==> config.mk <==
export PLATFORM = sky130hd
export DESIGN_NAME = ps2_dual_keymap
export DESIGN_NICKNAME = d
export VERILOG_FILES = /design/src/rtl/ps2_dual_keymap.sv
export SDC_FILE = /design/constraint.sdc
export NUM_CORES = 1
export LEC_CHECK = 0
export ABC_AREA = 1
export CAP_MARGIN = 20
export CORE_MARGIN = 8
export CORE_UTILIZATION = 45
export CTS_BUF_LIST = sky130_fd_sc_hd__clkbuf_4
export CTS_CLUSTER_SIZE = 25
export DETAILED_ROUTE_END_ITERATION = 10
export GPL_ROUTABILITY_DRIVEN = 0
export SLEW_MARGIN = 20
export SYNTH_ARGS = -nofsm -noshare
export SYNTH_HDL_FRONTEND = slang
export SYNTH_SLANG_ARGS = --single-unit
==> constraint.sdc <==
create_clock -name clk -period 5.3 [get_ports clk]
set_input_delay 0.53 -clock clk [delete_from_list [all_inputs] [get_ports clk]]
set_output_delay 0.53 -clock clk [all_outputs]
set_load 0.005 [all_outputs]
==> images/congestion_map.png <==
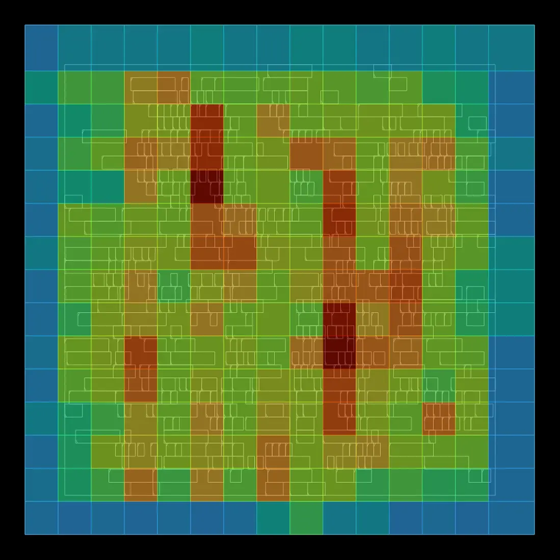
drt wl/cell: 11.9 um
GR met1 Demand/Resource: 17.0%
GR Util met2: 23.7%
final core utilization: 51.8%

==> images/class_map.png <==
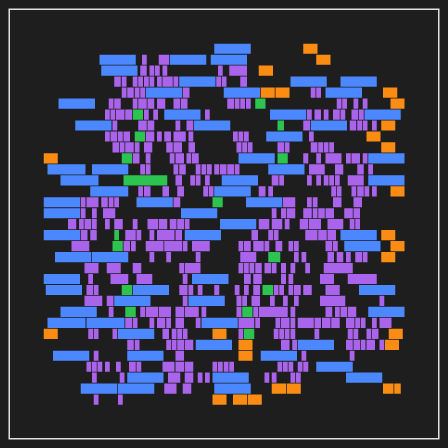
Key: green = clock drivers and dummy loads [cells 16, share of their area 3.4%]; purple = remaining logic cells [cells 387, share of their area 49%]; orange = remaining buffers and delay cells [cells 28, share of their area 6.7%]; blue = registers [cells 66, share of their area 41%]
proportion of cell area occupied by registers: 39.7%
std cell rows: 33
final std cell area, no fill: 0.00417 sq mm
Core Footprint: 0.00805 sq mm

==> images/sizing.png <==
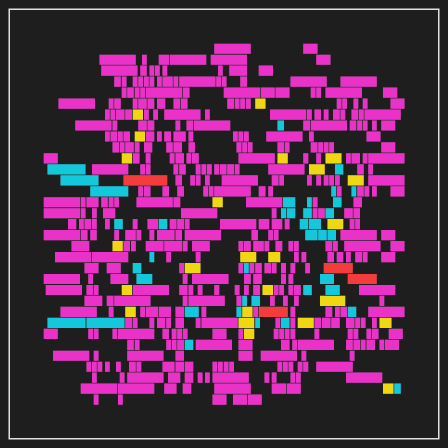
Key: magenta = x1 and smaller [cells 430, share 87%]; red = x6 and larger [cells 4, share 0.80%]; cyan = x2 [cells 39, share 7.8%]; yellow = x3 and x4 [cells 24, share 4.8%]
area grow syn2layout: 14.1%
buffer count excluding the clock tree in the final layout: 28

==> images/ff_map.png <==
Other sequential cells in the stronger grey, the rest of the logic in the fainter grey.
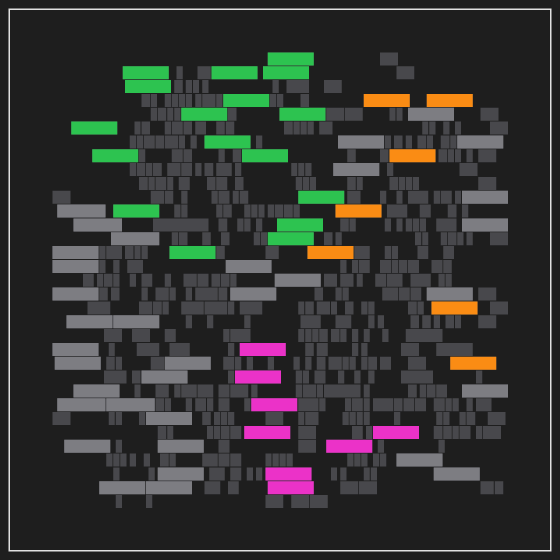
Key: orange = p2_inputs [flops 7]; magenta = scan_code [flops 8, where bottom middle]; green = to_cnt [flops 17]
area occupied by registers: 0.00166 sq mm
P_seq: 531 uW

==> reports/summary.rpt <==
SYNTH
---------------------------------------------------------------------------------
Top comb family, area                                                simple AND/OR/NAND/NOR gates
Multiplexer share of the synthesized area                                  0.308%
Number of warning messages in the yosys log                                     0
Leading register cell type out of synthesis                          sky130_fd_sc_hd__dfrtp_1
Post-synthesis cell count from yosys                                          458
Synthesized netlist net count                                                 470

CRITICAL PATH
---------------------------------------------------------------------------------
Cell family with the largest share of critical-path delay            simple AND/OR/NAND/NOR gates
Maximum cell stage delay along the critical path                           570 ps

CLOCK NETWORK
---------------------------------------------------------------------------------
Clock latency of the later-clocked register in the worst-skew pair         420 ps
Root cell of the clock tree                                          sky130_fd_sc_hd__clkbuf_4

ROUTING
---------------------------------------------------------------------------------
Highest routed layer                                                         met4
Sum of met2 wire segment lengths after detailed routing                   3430 um

POWER
---------------------------------------------------------------------------------
Share of total power in the clock network                                   37.6%
Part of the total power dissipated in sequential elements                   58.2%
Sw power                                                                   225 uW

FINAL TIMING
---------------------------------------------------------------------------------
Unrepaired setup endpoints after global routing                             false
Actual slew at the worst max-slew pin                                      828 ps
Final number of max-transition violations                                       0
Timing-limited maximum frequency                                        0.455 GHz
TNS Setup                                                                    0 ps

LAYOUT
---------------------------------------------------------------------------------
Multi-input gate share of total cell area                                   42.4%
Clock tree cell share of total cell area                                    3.30%
Combinational cell area excluding buffers and inverters              0.00177 sq mm

OUTCOME
---------------------------------------------------------------------------------
Outcome                                                              finished, final reports clean

Power is estimated from default activity; no workload was simulated.
